===== config.mk =====
export PLATFORM = sky130hd
export DESIGN_NAME = id_branch_resolver_flat
export DESIGN_NICKNAME = d
export VERILOG_FILES = /design/src/rtl/id_branch_resolver_if.sv /design/src/rtl/id_branch_resolver.sv /design/src/flat_wrapper.sv
export SDC_FILE = /design/constraint.sdc
export NUM_CORES = 1
export LEC_CHECK = 0
export CELL_PAD_IN_SITES_DETAIL_PLACEMENT = 1
export CELL_PAD_IN_SITES_GLOBAL_PLACEMENT = 2
export CORE_MARGIN = 5
export CORE_UTILIZATION = 37
export CTS_CLUSTER_SIZE = 20
export DETAILED_ROUTE_END_ITERATION = 8
export PLACE_DENSITY_LB_ADDON = 0.1
export SYNTH_ARGS = -nofsm -noshare
export SYNTH_HDL_FRONTEND = slang
export SYNTH_SLANG_ARGS = --single-unit
export TNS_END_PERCENT = 10

===== constraint.sdc =====
create_clock -name clk -period 15.8 [get_ports clk]
set_input_delay 1.58 -clock clk [delete_from_list [all_inputs] [get_ports clk]]
set_output_delay 1.58 -clock clk [all_outputs]
set_load 0.02 [all_outputs]

===== src/rtl/id_branch_resolver_if.sv =====
// Bundle between the fetch/decode pipeline and the ID-stage branch resolver.
// The pipeline side drives the ID operands and reads redirects, predictions and counters.
interface id_branch_resolver_if #(
   parameter int ISA_WIDTH     = 32,
   parameter int COUNTER_WIDTH = 16
);
   logic [ISA_WIDTH-1:0]     if_pc;
   logic                     if_predict_taken;
   logic [ISA_WIDTH-1:0]     if_predict_target;
   logic                     id_valid;
   logic                     id_stall;
   logic [ISA_WIDTH-1:0]     id_pc;
   logic [ISA_WIDTH-1:0]     id_instruction;
   logic [ISA_WIDTH-1:0]     id_reg_1;
   logic [ISA_WIDTH-1:0]     id_sign_extend_result;
   logic                     branch_instruction;
   logic                     j_instruction;
   logic                     jal_instruction;
   logic                     jr_instruction;
   logic                     condition_satisfied;
   logic                     id_predicted_taken;
   logic [ISA_WIDTH-1:0]     id_predicted_target;
   logic                     redirect;
   logic [ISA_WIDTH-1:0]     redirect_pc;
   logic [COUNTER_WIDTH-1:0] branch_count;
   logic [COUNTER_WIDTH-1:0] mispredict_count;

   modport master (
      output if_pc, id_valid, id_stall, id_pc, id_instruction, id_reg_1,
             id_sign_extend_result, branch_instruction, j_instruction,
             jal_instruction, jr_instruction, condition_satisfied,
             id_predicted_taken, id_predicted_target,
      input  if_predict_taken, if_predict_target, redirect, redirect_pc,
             branch_count, mispredict_count
   );

   modport slave (
      input  if_pc, id_valid, id_stall, id_pc, id_instruction, id_reg_1,
             id_sign_extend_result, branch_instruction, j_instruction,
             jal_instruction, jr_instruction, condition_satisfied,
             id_predicted_taken, id_predicted_target,
      output if_predict_taken, if_predict_target, redirect, redirect_pc,
             branch_count, mispredict_count
   );
endinterface


===== src/rtl/id_branch_resolver.sv =====
// ID-stage jump/branch resolver: checks fetch predictions, issues same-cycle redirects,
// trains a direct-mapped 2-bit BHT with targets and keeps saturating branch statistics.
module id_branch_resolver #(
   parameter int ISA_WIDTH     = 32,
   parameter int ADDRES_WIDTH  = 26,
   parameter int BHT_DEPTH     = 16,
   parameter int COUNTER_WIDTH = 16
) (
   input logic                 clk,
   input logic                 rst,
   id_branch_resolver_if.slave bus
);
   localparam int IDX = $clog2(BHT_DEPTH);

   logic                     valid_q  [BHT_DEPTH];
   logic                     valid_d  [BHT_DEPTH];
   logic [1:0]               ctr_q    [BHT_DEPTH];
   logic [1:0]               ctr_d    [BHT_DEPTH];
   logic [ISA_WIDTH-1:0]     target_q [BHT_DEPTH];
   logic [ISA_WIDTH-1:0]     target_d [BHT_DEPTH];
   logic [COUNTER_WIDTH-1:0] branch_count_q;
   logic [COUNTER_WIDTH-1:0] branch_count_d;
   logic [COUNTER_WIDTH-1:0] mispredict_count_q;
   logic [COUNTER_WIDTH-1:0] mispredict_count_d;

   logic                 act_s;
   logic                 taken_s;
   logic                 mispredict_s;
   logic                 bht_upd_s;
   logic                 redirect_s;
   logic [ISA_WIDTH-1:0] redirect_pc_s;
   logic [ISA_WIDTH-1:0] pc4_s;
   logic [ISA_WIDTH-1:0] btgt_s;
   logic [ISA_WIDTH-1:0] jtgt_s;
   logic [IDX-1:0]       rd_idx_s;
   logic [IDX-1:0]       wr_idx_s;
   logic                 unused_s;

   assign act_s    = bus.id_valid & ~bus.id_stall & ~rst;
   assign taken_s  = bus.condition_satisfied;
   assign pc4_s    = bus.id_pc + ISA_WIDTH'(32'd4);
   assign btgt_s   = pc4_s + (bus.id_sign_extend_result << 2);
   assign jtgt_s   = {pc4_s[ISA_WIDTH-1:ADDRES_WIDTH+2], bus.id_instruction[ADDRES_WIDTH-1:0], 2'b00};
   assign rd_idx_s = bus.if_pc[IDX+1:2];
   assign wr_idx_s = bus.id_pc[IDX+1:2];
   assign unused_s = ^{bus.if_pc, bus.id_instruction};

   assign bht_upd_s    = act_s & bus.branch_instruction;
   assign mispredict_s = bht_upd_s & ((taken_s != bus.id_predicted_taken) |
                                      (taken_s & (btgt_s != bus.id_predicted_target)));

   // Redirect selection; the decode flags are one-hot so priority order is irrelevant.
   always_comb begin
      redirect_s    = 1'b0;
      redirect_pc_s = pc4_s;
      if (!act_s) begin
         redirect_s = 1'b0;
      end else if (bus.j_instruction || bus.jal_instruction) begin
         redirect_s    = 1'b1;
         redirect_pc_s = jtgt_s;
      end else if (bus.jr_instruction) begin
         redirect_s    = 1'b1;
         redirect_pc_s = bus.id_reg_1;
      end else if (bus.branch_instruction) begin
         redirect_s    = mispredict_s;
         redirect_pc_s = taken_s ? btgt_s : pc4_s;
      end else begin
         redirect_s    = bus.id_predicted_taken;
         redirect_pc_s = pc4_s;
      end
   end

   // BHT training and saturating statistics.
   always_comb begin
      valid_d            = valid_q;
      ctr_d              = ctr_q;
      target_d           = target_q;
      branch_count_d     = branch_count_q;
      mispredict_count_d = mispredict_count_q;
      if (bht_upd_s) begin
         valid_d[wr_idx_s] = 1'b1;
         if (taken_s) begin
            ctr_d[wr_idx_s]    = (ctr_q[wr_idx_s] == 2'b11) ? 2'b11 : ctr_q[wr_idx_s] + 2'b01;
            target_d[wr_idx_s] = btgt_s;
         end else begin
            ctr_d[wr_idx_s]    = (ctr_q[wr_idx_s] == 2'b00) ? 2'b00 : ctr_q[wr_idx_s] - 2'b01;
         end
         if (branch_count_q != {COUNTER_WIDTH{1'b1}}) begin
            branch_count_d = branch_count_q + COUNTER_WIDTH'(1);
         end else begin
            branch_count_d = branch_count_q;
         end
      end else begin
         branch_count_d = branch_count_q;
      end
      if (mispredict_s && (mispredict_count_q != {COUNTER_WIDTH{1'b1}})) begin
         mispredict_count_d = mispredict_count_q + COUNTER_WIDTH'(1);
      end else begin
         mispredict_count_d = mispredict_count_q;
      end
   end

   always_ff @(posedge clk) begin
      if (rst) begin
         for (int i = 0; i < BHT_DEPTH; i++) begin
            valid_q[i]  <= 1'b0;
            ctr_q[i]    <= 2'b01;
            target_q[i] <= {ISA_WIDTH{1'b0}};
         end
         branch_count_q     <= {COUNTER_WIDTH{1'b0}};
         mispredict_count_q <= {COUNTER_WIDTH{1'b0}};
      end else begin
         valid_q            <= valid_d;
         ctr_q              <= ctr_d;
         target_q           <= target_d;
         branch_count_q     <= branch_count_d;
         mispredict_count_q <= mispredict_count_d;
      end
   end

   assign bus.if_predict_taken  = valid_q[rd_idx_s] & ctr_q[rd_idx_s][1];
   assign bus.if_predict_target = target_q[rd_idx_s];
   assign bus.redirect          = redirect_s;
   assign bus.redirect_pc       = redirect_pc_s;
   assign bus.branch_count      = branch_count_q;
   assign bus.mispredict_count  = mispredict_count_q;
endmodule


===== src/flat_wrapper.sv =====
// flat-port wrapper written by rule: the top's interface ports become plain ports
module id_branch_resolver_flat 
#(
   parameter int ISA_WIDTH     = 32,
   parameter int ADDRES_WIDTH  = 26,
   parameter int BHT_DEPTH     = 16,
   parameter int COUNTER_WIDTH = 16
)
  (clk, rst, bus_if_pc, bus_id_valid, bus_id_stall, bus_id_pc, bus_id_instruction, bus_id_reg_1, bus_id_sign_extend_result, bus_branch_instruction, bus_j_instruction, bus_jal_instruction, bus_jr_instruction, bus_condition_satisfied, bus_id_predicted_taken, bus_id_predicted_target, bus_if_predict_taken, bus_if_predict_target, bus_redirect, bus_redirect_pc, bus_branch_count, bus_mispredict_count);
  id_branch_resolver_if #(.ISA_WIDTH(ISA_WIDTH), .COUNTER_WIDTH(COUNTER_WIDTH)) bus_i ();
  input logic clk;
  input logic rst;
  input wire logic [$bits(bus_i.if_pc)-1:0] bus_if_pc;
  input wire logic [$bits(bus_i.id_valid)-1:0] bus_id_valid;
  input wire logic [$bits(bus_i.id_stall)-1:0] bus_id_stall;
  input wire logic [$bits(bus_i.id_pc)-1:0] bus_id_pc;
  input wire logic [$bits(bus_i.id_instruction)-1:0] bus_id_instruction;
  input wire logic [$bits(bus_i.id_reg_1)-1:0] bus_id_reg_1;
  input wire logic [$bits(bus_i.id_sign_extend_result)-1:0] bus_id_sign_extend_result;
  input wire logic [$bits(bus_i.branch_instruction)-1:0] bus_branch_instruction;
  input wire logic [$bits(bus_i.j_instruction)-1:0] bus_j_instruction;
  input wire logic [$bits(bus_i.jal_instruction)-1:0] bus_jal_instruction;
  input wire logic [$bits(bus_i.jr_instruction)-1:0] bus_jr_instruction;
  input wire logic [$bits(bus_i.condition_satisfied)-1:0] bus_condition_satisfied;
  input wire logic [$bits(bus_i.id_predicted_taken)-1:0] bus_id_predicted_taken;
  input wire logic [$bits(bus_i.id_predicted_target)-1:0] bus_id_predicted_target;
  output wire logic [$bits(bus_i.if_predict_taken)-1:0] bus_if_predict_taken;
  output wire logic [$bits(bus_i.if_predict_target)-1:0] bus_if_predict_target;
  output wire logic [$bits(bus_i.redirect)-1:0] bus_redirect;
  output wire logic [$bits(bus_i.redirect_pc)-1:0] bus_redirect_pc;
  output wire logic [$bits(bus_i.branch_count)-1:0] bus_branch_count;
  output wire logic [$bits(bus_i.mispredict_count)-1:0] bus_mispredict_count;
  assign bus_i.if_pc = bus_if_pc;
  assign bus_i.id_valid = bus_id_valid;
  assign bus_i.id_stall = bus_id_stall;
  assign bus_i.id_pc = bus_id_pc;
  assign bus_i.id_instruction = bus_id_instruction;
  assign bus_i.id_reg_1 = bus_id_reg_1;
  assign bus_i.id_sign_extend_result = bus_id_sign_extend_result;
  assign bus_i.branch_instruction = bus_branch_instruction;
  assign bus_i.j_instruction = bus_j_instruction;
  assign bus_i.jal_instruction = bus_jal_instruction;
  assign bus_i.jr_instruction = bus_jr_instruction;
  assign bus_i.condition_satisfied = bus_condition_satisfied;
  assign bus_i.id_predicted_taken = bus_id_predicted_taken;
  assign bus_i.id_predicted_target = bus_id_predicted_target;
  assign bus_if_predict_taken = bus_i.if_predict_taken;
  assign bus_if_predict_target = bus_i.if_predict_target;
  assign bus_redirect = bus_i.redirect;
  assign bus_redirect_pc = bus_i.redirect_pc;
  assign bus_branch_count = bus_i.branch_count;
  assign bus_mispredict_count = bus_i.mispredict_count;
  id_branch_resolver #(.ISA_WIDTH(ISA_WIDTH), .ADDRES_WIDTH(ADDRES_WIDTH), .BHT_DEPTH(BHT_DEPTH), .COUNTER_WIDTH(COUNTER_WIDTH)) u_core (.clk(clk), .rst(rst), .bus(bus_i));
endmodule

run_1/sizing.png
The bar under the picture is 100 um long.
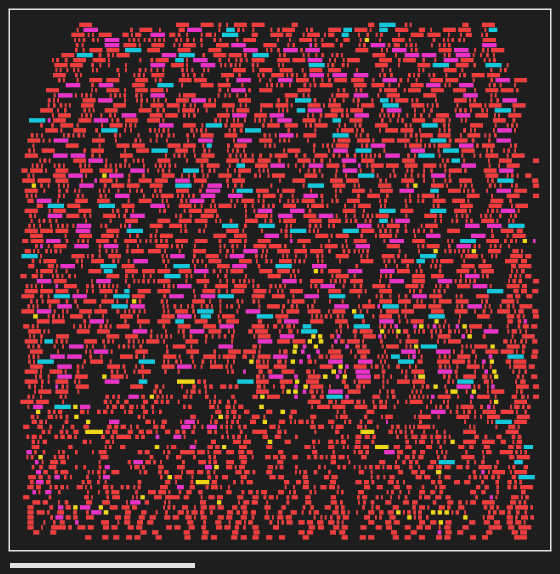
color	size	cells	share	most used
yellow	x3 and x4	80	2.1%	buf_4
red	x1 and smaller	3355	89%	nand2_1
cyan	x6 and larger	97	2.6%	clkbuf_16
magenta	x2	247	6.5%	mux4_2
area grow syn2layout: 19.7%
final setup margin: 4.50 ns

run_1/closeup.png
The bar under the picture is 10 um long. Window x 126 to 166, y 68 to 108 um. Cells in gray, sequential cells in the stronger gray; small squares are vias.
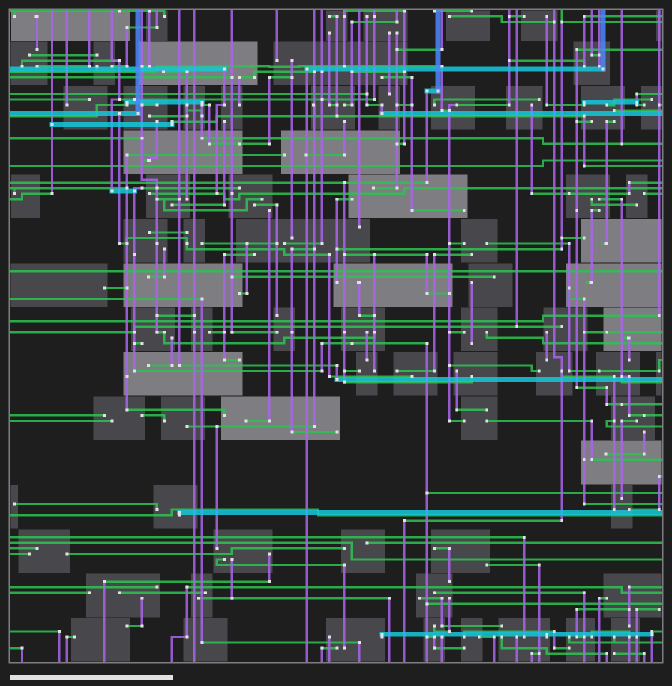
color	layer
cyan	M3
purple	M2
green	M1
blue	M4
most frequent	dfxtp_1 (12), nor2_1 (11), buf_4 (11)
sequential cells in the window	12
cells with their middle in the window	75
netlist names of flops here include	`u_core.target_q` (9), `u_core.ctr_q` (3)

==> CHANGELOG.md, run 1 <==
### Physical design

- Adder Area Share: 1.96%
- RSZ-0062 raised after global routing: false
- Critical path capture point type: output port
- Mux cell area share: 13.7%
- Critical-path cell list: clkdlybuf4s50_1 -> ha_1 -> nand4_1 -> nor3_1 -> nand3_1 -> nor2_1 -> nand2_1 -> xnor2_1 -> ha_1 -> nand4_1 -> nor3_1 -> inv_1 -> a2111oi_0 -> a211oi_2 -> xnor3_1 -> a2111oi_2 -> nand4_1 -> nor4_4 -> buf_4 -> nor2_1 -> o31a_1 -> clkdlybuf4s50_1
- Chip area: 85500 um^2
- H-tree levels: 3
- Syn_area_per_cell: 8.17 um^2
- Logic share of the area: 47.0%
- Core area: 79000 um^2
- Pre-CTS WS: 4.66 ns
- Seq_cells: 592
- Clk power: 1.57 mW
- Layout cells sized above 1: 11.2%
- First-pass GRT wire length: 183000 um
- Outcome: finished, final reports clean
- Setup CP Type: input pin to output port
- Number of buffers added on ports: 263
- Data buffer area share: 8.98%
- Number of clock buffers in the layout: 108
- Clock buf/inv share: 6.29%
- Signal buffers: 334
run_1/congestion_map.png
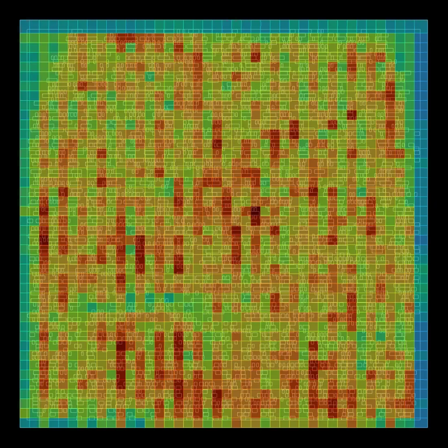
global-route met2 utilization: 48.7%
GRT Max-Usage Layer: met2
GR Layer Usage met1: 36.0%
M3 GR Usage: 3.68%
WL/cell: 25.3 um

-- run 1: layout by cell type, fill, tap and decap left out, types with 6 or more instances in the layout --
cell type and n:
nand2_1 779, a21oi_1 604, dfxtp_1 592, nor2_1 546, clkdlybuf4s50_1 258, mux4_2 171, buf_4 72, clkbuf_16 71
ha_1 43, o21ai_0 40, xor2_1 39, inv_1 37, nand3_1 33, xnor2_1 32, a211oi_1 31, nand4_1 28
o211ai_1 26, nor3_1 25, and3_1 23, clkbuf_8 20, clkbuf_1 18, a31oi_1 17, nor2_2 16, or3_1 15
nand2_2 14, nor2b_1 13, mux2i_1 12, and4_1 11, clkinv_2 11, and2_1 10, diode_2 9, or2_2 8
o22ai_1 8, o21a_1 7, o31ai_1 7, nand2b_1 7, o311ai_0 6, a311oi_1 6
==> inputs of run 2 (changes only) <==
--- a/config.mk
+++ b/config.mk
@@ -8,7 +8,7 @@
 export CELL_PAD_IN_SITES_DETAIL_PLACEMENT = 1
 export CELL_PAD_IN_SITES_GLOBAL_PLACEMENT = 2
 export CORE_MARGIN = 5
-export CORE_UTILIZATION = 37
+export CORE_UTILIZATION = 31
 export CTS_CLUSTER_SIZE = 20
 export DETAILED_ROUTE_END_ITERATION = 8
 export PLACE_DENSITY_LB_ADDON = 0.1
==> constraint.sdc (replaced) <==
create_clock -name clk -period 9.5 [get_ports clk]
set_input_delay 0.95 -clock clk [delete_from_list [all_inputs] [get_ports clk]]
set_output_delay 0.95 -clock clk [all_outputs]
set_load 0.02 [all_outputs]
run_2/congestion_map.png
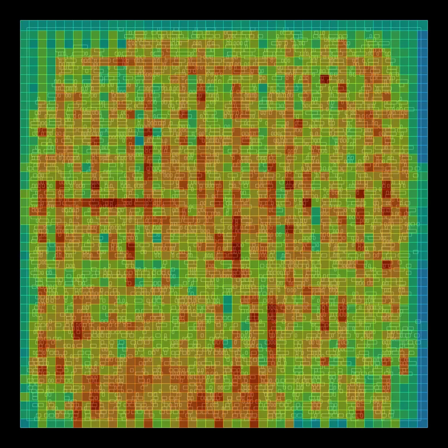
GR Layer Usage met1: 31.8%
GRT Total Usage: 24.9%
global-route met2 utilization: 44.9%

==> CHANGELOG.md, run 2 <==
### Physical design

- Outcome: finished, final reports clean
- Final setup margin: 0.796 ns (-3.71 ns)
- Data buffer area share: 8.86% (-0.11 points)
- Seq_cells: 592 (unchanged)
- Logic share of the area: 46.3% (-0.64 points)
- Signal buffers: 334 (unchanged)
- Syn_area_per_cell: 8.17 um^2 (unchanged)
- Layout cells sized above 1: 11.7% (+0.45 points)
- Critical-path cell list: clkdlybuf4s50_1 -> buf_4 -> ha_1 -> nand4_1 -> nor3_1 -> buf_4 -> and4_1 -> xor2_1 -> ha_1 -> and4_1 -> and2_1 -> nor3b_1 -> nor3_1 -> or4_1 -> a2111oi_2 -> nand4_1 -> nor4_4 -> nor2_1 -> o31a_1 -> clkdlybuf4s50_1
- Core area: 94700 um^2 (+20%)
- Tool warnings: 79
- Dominant logic cell types in the final layout: 779 x nand2_1, 604 x a21oi_1, 592 x dfxtp_1, 546 x nor2_1, 258 x clkdlybuf4s50_1
- Critical path capture point type: output port
- Cell Int Power: 4.53 mW
- Mux cell area share: 13.7% (unchanged)
- Most numerous logic cell after layout: nand2_1
- Pre-CTS WS: 0.894 ns (-3.76 ns)
- Area grow syn2layout: 21.7%
- H-tree levels: 3 (unchanged)
- Number of clock buffers in the layout: 107 (-0.93%)
- Number of buffers added on ports: 263 (unchanged)
- Chip area: 101000 um^2 (+19%)
- Setup CP Type: input pin to output port
- WL/cell: 25.8 um (+2.0%)
-- run 2: power groups by stage --
stage / combinational [mW] / clock, mW / sequential, mW
4_1_cts: 0.897 / 2.97 / 2.49
2_1_floorplan: 0.470 / 0 / 2.54
3_5_place_dp: 0.895 / 0 / 2.54
6_report: 0.891 / 2.90 / 2.49
5_1_grt: 0.948 / 3.08 / 2.49
3_3_place_gp: 0.882 / 0 / 2.54
-- run 2: routing by layer --
| metal | share of wire (%) | track usage (%) | up-vias |
|---|---|---|---|
| met5 | 0 | 0 | - |
| li1 | - | - | 12700 |
| met1 | 43 | 31.8 | 14100 |
| met2 | 51 | 44.9 | 558 |
| met4 | 2.0 | 5.73 | 0 |
| met3 | 4.1 | 3.07 | 143 |
==> inputs of run 3 (changes only) <==
--- a/config.mk
+++ b/config.mk
@@ -12,6 +12,8 @@
 export CTS_CLUSTER_SIZE = 20
 export DETAILED_ROUTE_END_ITERATION = 8
 export PLACE_DENSITY_LB_ADDON = 0.1
+export RECOVER_POWER = 25
+export SETUP_SLACK_MARGIN = 0.3
 export SYNTH_ARGS = -nofsm -noshare
 export SYNTH_HDL_FRONTEND = slang
 export SYNTH_SLANG_ARGS = --single-unit
run_3/closeup.png
The bar under the picture is 10 um long. Window x 139 to 179, y 76 to 116 um. Cells in gray, sequential cells in the stronger gray; small squares are vias.
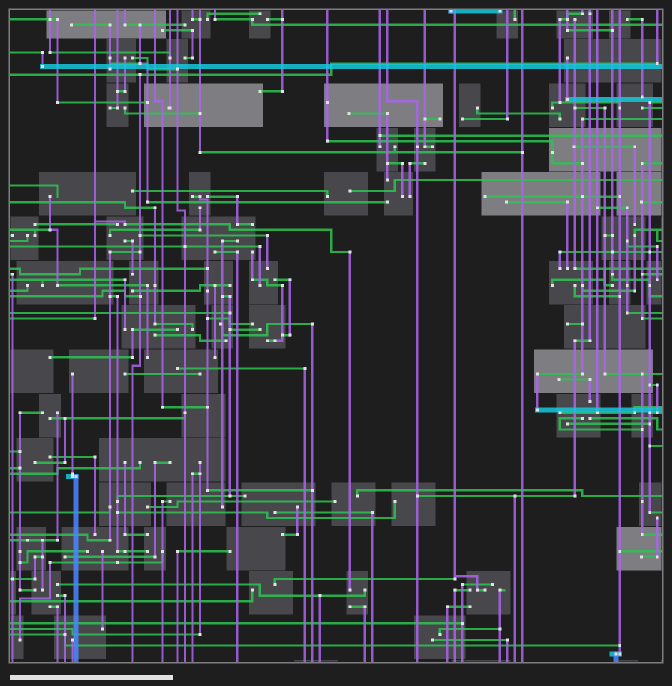
color	layer
green	M1
purple	M2
cyan	M3
blue	M4
most frequent	nand2_1 (8), dfxtp_1 (6)
netlist names of flops here include	`u_core.ctr_q` (3), `u_core.target_q` (3)
sequential cells in the window	6
cells with their middle in the window	64

==> CHANGELOG.md, run 3 <==
### Physical design

- Critical-path cell list: clkdlybuf4s50_1 -> buf_4 -> ha_1 -> nand4_1 -> nor3_1 -> buf_4 -> nand3_1 -> nor2_1 -> nand2_1 -> xnor2_1 -> ha_1 -> buf_4 -> nand4_1 -> nor3_1 -> inv_1 -> a2111oi_0 -> a211oi_2 -> xnor3_1 -> a2111oi_2 -> nand4_1 -> nor4_4 -> nor2_1 -> o31a_1 -> clkdlybuf4s50_1
- Layout cells sized above 1: 10.8% (-0.87 points)
- Final setup margin: 0.753 ns (-0.0436 ns)
- Wl on met1: 56600 um (-0.16%)
- Peak VDD IR: 0.117 mV
- Area grow syn2layout: 21.2%
- Max Cap Viol: 32
- Setup CP Type: input pin to output port
- Hold path cells: 2
- P_comb: 0.891 mW (about the same)
- CTS tree: done
- Number of buffers added on ports: 263 (unchanged)
- GRT Total Usage: 24.9% (unchanged)
- Cell Int Power: 4.53 mW (about the same)
- Clk power: 2.90 mW (about the same)
- Core area: 94700 um^2 (unchanged)
- M3 GR Usage: 3.07% (unchanged)
- Tool warnings: 79 (unchanged)
- Seq power: 2.49 mW (about the same)
- Outcome: complete, but fails checks
- Most numerous logic cell after layout: nand2_1
- DP Wirelength: 84100 um
- GRT Max-Usage Layer: met2
- Mapped Cells: 3612
- Top Consumer: clock
- Unique cell types: 82
- # IOs: 300
- Reg clk slew, reported paths: 0.06 ns
- Pre-CTS WS: 0.894 ns (unchanged)
- Vias in the first global route: 29100
- Violated checks: capacitance limit, slew limit
- Global-route met2 utilization: 44.9% (unchanged)
- Critical path capture point type: output port
- Syn_area_per_cell: 8.17 um^2 (unchanged)
- WL met2: 66300 um (+0.41%)
- GR Layer Usage met1: 31.8% (unchanged)
- Mux cell area share: 13.7% (unchanged)
- Dominant logic cell types in the final layout: 788 x nand2_1, 604 x a21oi_1, 592 x dfxtp_1, 546 x nor2_1, 225 x clkdlybuf4s50_1
- WL/cell: 25.8 um (about the same)
- Chip area: 101000 um^2 (unchanged)
- Max layer used: met4
- H-tree levels: 3 (unchanged)
- Met3 WL: 5230 um (-2.5%)
- Slew Viols, Final: 1132
- Main logic family after synthesis: simple AND/OR/NAND/NOR gates
- Setup_tns: 0 ns
- Final ANT Viol Nets: 0
[run 3: layout make-up]
type                            instances  area share, %
Antenna cell                            5         0.0350
Tap cell                             1265           4.43
Clock buffer                          107           6.24
Inverter                               39          0.410
Sequential cell                       592           33.2
Multi-Input combinational cell       2690           46.3
Clock inverter                         25          0.739
Timing Repair Buffer                  334           8.66
[run 3: worst max path at each step]
stage	from	endpoint	cells after the start
after floorplan	bus_id_pc[2]	bus_redirect	21
after global placement	bus_id_pc[3]	bus_redirect	24
after detailed placement	bus_id_pc[3]	bus_redirect	24
after CTS	bus_id_pc[3]	bus_redirect	20
after global routing	bus_id_pc[3]	bus_redirect	24
final	bus_id_pc[3]	bus_redirect	24

## Gallery

Metal 1.
The bar under the picture is 100 um long. Supply wires on this layer in gray.
Plate I
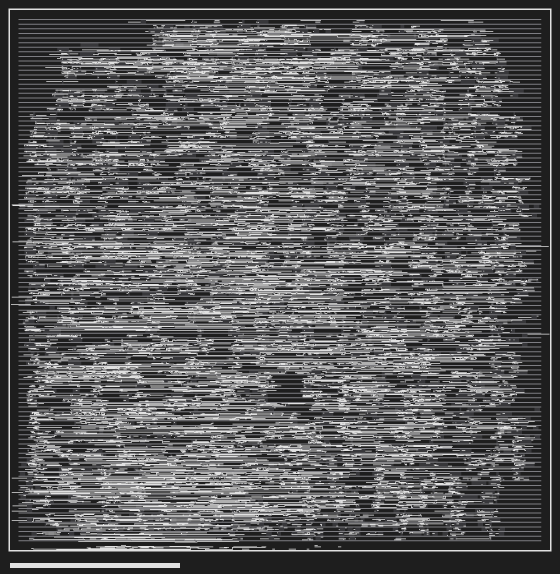
Plate II
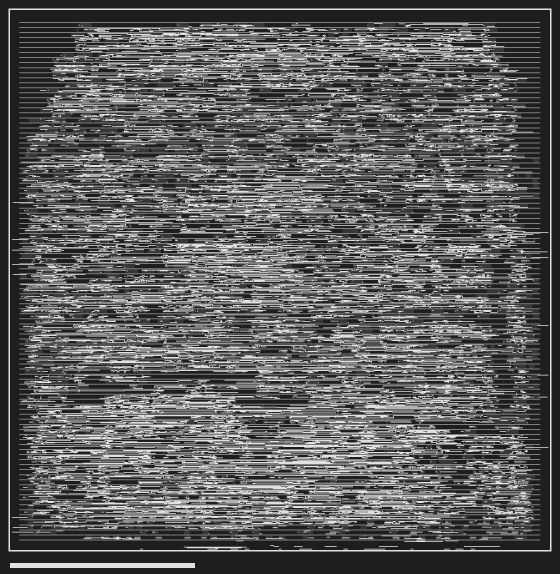
- run 1 = Plate II
- run 2 = Plate I
- largest die: Plate I

Key to Plate I:
nets with wire on the layer	3727
main direction	horizontal
share of all routed wire	43%
wire length on this layer	56.7 mm

Power figures rest on the tool's default switching activity, not on a simulated workload.
